$ cat src/rtl/interleaver_ctrl_pkg.sv
// Shared types and constants for the 802.11a interleaver frame sequencer.
// Holds the controller state encoding and the pairs-per-symbol lookup by modulation.
package interleaver_ctrl_pkg;

   typedef enum logic [2:0] {
      ST_IDLE,
      ST_FILL,
      ST_PAD,
      ST_DRAIN,
      ST_DONE
   } state_t;

   localparam logic [1:0] MOD_BPSK  = 2'd0;
   localparam logic [1:0] MOD_QPSK  = 2'd1;
   localparam logic [1:0] MOD_16QAM = 2'd2;
   localparam logic [1:0] MOD_64QAM = 2'd3;

   localparam int BEAT_W = 8;

   localparam logic [BEAT_W-1:0] PAIRS_BPSK  = 8'd24;
   localparam logic [BEAT_W-1:0] PAIRS_QPSK  = 8'd48;
   localparam logic [BEAT_W-1:0] PAIRS_16QAM = 8'd96;
   localparam logic [BEAT_W-1:0] PAIRS_64QAM = 8'd144;

   localparam int DRAIN_BEATS_DEF = 8;

   // Coded bit pairs per OFDM symbol (NCBPS/2) for a modulation code.
   function automatic logic [BEAT_W-1:0] pairs_per_sym(input logic [1:0] mod);
      logic [BEAT_W-1:0] p;
      case (mod)
         MOD_BPSK:  p = PAIRS_BPSK;
         MOD_QPSK:  p = PAIRS_QPSK;
         MOD_16QAM: p = PAIRS_16QAM;
         MOD_64QAM: p = PAIRS_64QAM;
         default:   p = PAIRS_BPSK;
      endcase
      return p;
   endfunction

endpackage

$ cat src/rtl/interleaver_ctrl.sv
// Frame sequencer for the 802.11a block interleaver: fills each symbol with
// upstream pairs, zero-pads the final symbol, issues drain beats and flags frame end.
module interleaver_ctrl
   import interleaver_ctrl_pkg::*;
#(
   parameter int DRAIN_BEATS = DRAIN_BEATS_DEF,
   parameter int NSYM_W      = 10
) (
   input  logic              clk,
   input  logic              rst,
   input  logic              frame_start,
   input  logic [1:0]        mod_in,
   input  logic [NSYM_W-1:0] nsym_in,
   input  logic              in_valid,
   input  logic [1:0]        in_x,
   input  logic              in_last,
   output logic              in_ready,
   input  logic              out_ready,
   output logic              il_run,
   output logic [1:0]        il_x,
   output logic [1:0]        il_mod,
   output logic              busy,
   output logic [NSYM_W-1:0] sym_idx,
   output logic              frame_done,
   output logic              frame_err,
   output state_t            dbg_state
);

   localparam int DRAIN_W = $clog2(DRAIN_BEATS + 1);

   // Upstream handshake: a pair transfers in any cycle where in_valid and in_ready
   // are both high; in_valid must not depend on in_ready, in_ready only rises in FILL.

   state_t            state, state_n;
   logic [BEAT_W-1:0] beat_cnt, beat_cnt_n;
   logic [DRAIN_W-1:0] drain_cnt, drain_cnt_n;
   logic [1:0]        mod_q, mod_n;
   logic [NSYM_W-1:0] nsym_q, nsym_n;
   logic [NSYM_W-1:0] sym_q, sym_n;
   logic              last_seen, last_seen_n;
   logic              zero_err_q, zero_err_n;
   logic [BEAT_W-1:0] p_last;

   assign p_last = pairs_per_sym(mod_q) - BEAT_W'(1);

   always_ff @(posedge clk or negedge rst) begin
      if (!rst) begin
         state      <= ST_IDLE;
         beat_cnt   <= '0;
         drain_cnt  <= '0;
         mod_q      <= '0;
         nsym_q     <= '0;
         sym_q      <= '0;
         last_seen  <= 1'b0;
         zero_err_q <= 1'b0;
      end else begin
         state      <= state_n;
         beat_cnt   <= beat_cnt_n;
         drain_cnt  <= drain_cnt_n;
         mod_q      <= mod_n;
         nsym_q     <= nsym_n;
         sym_q      <= sym_n;
         last_seen  <= last_seen_n;
         zero_err_q <= zero_err_n;
      end
   end

   always_comb begin
      state_n     = state;
      beat_cnt_n  = beat_cnt;
      drain_cnt_n = drain_cnt;
      mod_n       = mod_q;
      nsym_n      = nsym_q;
      sym_n       = sym_q;
      last_seen_n = last_seen;
      zero_err_n  = 1'b0;
      in_ready    = 1'b0;
      il_run      = 1'b0;
      il_x        = 2'b00;

      case (state)
         ST_IDLE: begin
            if (frame_start) begin
               if (nsym_in != '0) begin
                  state_n     = ST_FILL;
                  mod_n       = mod_in;
                  nsym_n      = nsym_in;
                  sym_n       = '0;
                  beat_cnt_n  = '0;
                  drain_cnt_n = '0;
                  last_seen_n = 1'b0;
               end else begin
                  zero_err_n = 1'b1;
               end
            end
         end
         ST_FILL: begin
            in_ready = 1'b1;
            if (in_valid) begin
               il_run     = 1'b1;
               il_x       = in_x;
               beat_cnt_n = beat_cnt + BEAT_W'(1);
               if (beat_cnt == p_last) begin
                  state_n     = ST_DRAIN;
                  last_seen_n = last_seen | in_last;
               end else if (in_last) begin
                  state_n     = ST_PAD;
                  last_seen_n = 1'b1;
               end
            end
         end
         ST_PAD: begin
            il_run     = 1'b1;
            beat_cnt_n = beat_cnt + BEAT_W'(1);
            if (beat_cnt == p_last) state_n = ST_DRAIN;
         end
         ST_DRAIN: begin
            il_run = out_ready;
            if (out_ready) begin
               drain_cnt_n = drain_cnt + DRAIN_W'(1);
               if (drain_cnt == DRAIN_W'(DRAIN_BEATS - 1)) begin
                  // Running out of symbols without in_last ends the frame as an error.
                  if (last_seen || (sym_q == nsym_q - NSYM_W'(1))) begin
                     state_n = ST_DONE;
                  end else begin
                     state_n     = ST_FILL;
                     sym_n       = sym_q + NSYM_W'(1);
                     beat_cnt_n  = '0;
                     drain_cnt_n = '0;
                  end
               end
            end
         end
         ST_DONE: begin
            state_n = ST_IDLE;
            sym_n   = '0;
         end
         default: state_n = ST_IDLE;
      endcase
   end

   assign il_mod     = mod_q;
   assign busy       = (state != ST_IDLE);
   assign sym_idx    = sym_q;
   assign frame_done = (state == ST_DONE);
   assign frame_err  = zero_err_q | ((state == ST_DONE) && !last_seen);
   assign dbg_state  = state;

endmodule

$ cat config.mk
export PLATFORM = sky130hd
export DESIGN_NAME = interleaver_ctrl
export DESIGN_NICKNAME = d
export VERILOG_FILES = /design/src/rtl/interleaver_ctrl_pkg.sv /design/src/rtl/interleaver_ctrl.sv
export SDC_FILE = /design/constraint.sdc
export NUM_CORES = 1
export LEC_CHECK = 0
export ABC_AREA = 1
export CORE_ASPECT_RATIO = 0.75
export CORE_MARGIN = 10
export CORE_UTILIZATION = 30
export CTS_CLUSTER_SIZE = 24
export DETAILED_ROUTE_END_ITERATION = 10
export GPL_ROUTABILITY_DRIVEN = 0
export SYNTH_ARGS = -nofsm -noshare
export SYNTH_HDL_FRONTEND = slang
export SYNTH_SLANG_ARGS = --single-unit
$ cat constraint.sdc
create_clock -name clk -period 2.05 [get_ports clk]
set_input_delay 0.41 -clock clk [delete_from_list [all_inputs] [get_ports clk]]
set_output_delay 0.41 -clock clk [all_outputs]
set_load 0.02 [all_outputs]
flops_by_reg.png
Other sequential cells in the stronger gray, the rest of the logic in the fainter gray.
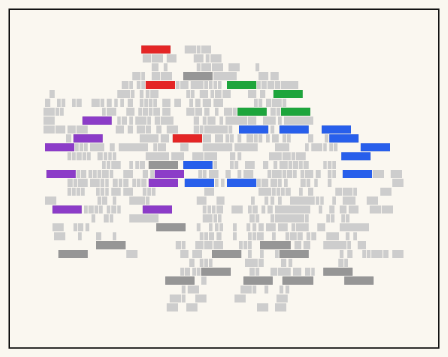
Key: `dbg_state` = red [sequential cells 3]; `beat_cnt` = purple [sequential cells 8, where middle left]; `drain_cnt` = green [sequential cells 4, where top center]; `sym_idx` = blue [sequential cells 10]
fin util: 0.4258
Seq area share: 0.2551
sequential cell area: 978.4 um^2
sequential power: 0.00121 W

logic_types.png
Bar = 50 um.
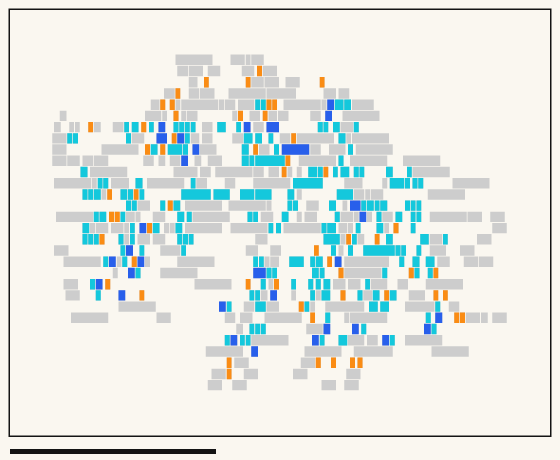
Key: aoi and oai cells = blue [cells 31]; nand cells = cyan [cells 177]; inv cells = orange [cells 56]

clocks.png
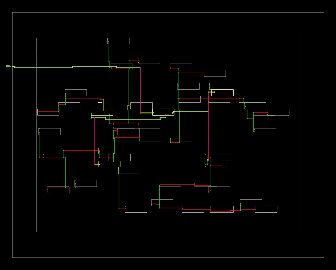
clock buffer count: 6
Final Skew: 0.002629 ns
Clock Power: 0.000928 W

io_placement.png
Pins as bars across the die edge, other pins in gray.
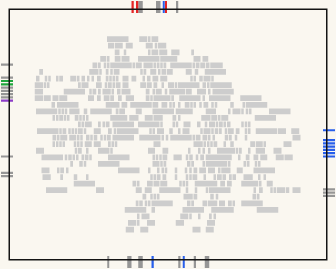
Key: `sym_idx` = blue [pins 10, direction output, edge 7 right, 2 bottom, 1 top]; `in_ready` = purple [pins 1, direction output, edge left]; `dbg_state` = red [pins 3, direction output, edge top]; `il_x` = green [pins 2, direction output, edge left]

==> metrics.csv <==
stage,metric,value,unit
power,ir_worst_vdd,0.5469,mV
setup_path,crit_buf_inv,2,
power,intPower,0.002713,W
clock_tree,hold_buffers,0,
logic_synthesis,largest_area_cell,dfrtp_1,
run,drv_cap,0,
route,drc,0,
finish,clkCellAreaFrac,0.04534,
logic_synthesis,top_cells_by_count,"123 x nand2_1, 49 x inv_1, 44 x nor2_1, 39 x dfrtp_1, 33 x nand3_1",
timing,hold_viol_final,0,
logic_synthesis,syn_nets,423,
setup_path,reg2reg_slack,0.09,ns
timing,tightestPinTransition,0.4953,ns
route,drt-total-wl,7.438,mm
logic_synthesis,ys_async_sr_fraction,1.000,
timing,min_period_over_period,0.9560,
global_route,grt_max_degree,22,
timing,slew_viol_final,0,
finish,drive_gt1_frac,0.2092,
route,wl_met2,3.368,mm
clock_tree,cts-htree-levels,2,
setup_path,crit_type,reg2reg,
logic_synthesis,top_cells_by_area,"dfrtp_1 35%, nand2_1 17%, inv_1 6.6%",
setup_path,critPathSlowestCell,dfrtp_1,
logic_synthesis,yosys_warnings,0,
finish,syn_to_final_growth,38.54,%
finish,fin_area,3836,um^2
timing,rsz0062_at_grt,yes,
clock_tree,clock-sinks,39,
setup_path,cp-end-kind,register,
floorplanning,taps,112,
logic_synthesis,synth_seq_share,0.3525,
status,status,"complete, no violations",
finish,lay_top_count,nand2_1,
logic_synthesis,top_cell,nand2_1,
power,p_clk_frac,0.190,
route,top_layer_used,met4,
logic_synthesis,yosys_area,2769,um^2
setup_path,arrival,2.17,ns
global_route,grtUsageMet3,0.03311,
setup_path,critPathLaunchType,register,
logic_synthesis,syn_inst,399,
setup_path,cpLargestDelayFamily,simple AND/OR/NAND/NOR gates,
route,drt-met1-wl,3.606,mm
floorplanning,initial_core_util,0.3074,
placement,dp_cells,570,
setup_path,crit_required,2.26,ns
finish,fillerInstances,915,
logic_synthesis,top_area_frac,0.3525,
finish,buffer_area_frac,0.1745,
logic_synthesis,yosys_cells,399,
clock_tree,clk_path_buf_depth,2,
floorplanning,fp.dieH,103.2,um
placement,dpl_cell_area,3460,um^2
logic_synthesis,synthFlopType,dfrtp_1,
power,power,0.004888,W
logic_synthesis,syn_area,2769,um^2
timing,worst_hold_slack,0.08301,ns
logic_synthesis,avgSynthCellArea,6.940,um^2
finish,final_cells,590,
power,seqPwrFrac,0.247,
setup_path,r2r_cells,10,
registers in the layout, indices dropped and copies added, names as in the netlist:
signal	count
beat_cnt	8
nsym_q	10
il_mod	2
last_seen	1
zero_err_q	1
sym_idx	10
dbg_state	3
drain_cnt	4
kinds of logic (layout without fill, tap and decap cells):
logic type | Yosys count | in the layout | share of synthesized area
DFF | 39 | 39 | 0.3525
buffers and inverters | 63 | 139 | 0.09580
and+or+nand+nor | 240 | 243 | 0.3999
adders and majority gates | 4 | 4 | 0.01808
xor gates and xnor gates | 20 | 20 | 0.06326
AOI/OAI and AO/OA | 33 | 33 | 0.07050
repair_timing:
item	4_1_cts	5_1_grt
pin swaps	0	18
cloned	0	3
endpoints found under the hold margin	0	0
buffers inserted	0	9
setup endpoints to repair	8	22
gates resized	11	32
Power figures rest on the tool's default switching activity, not on a simulated workload.
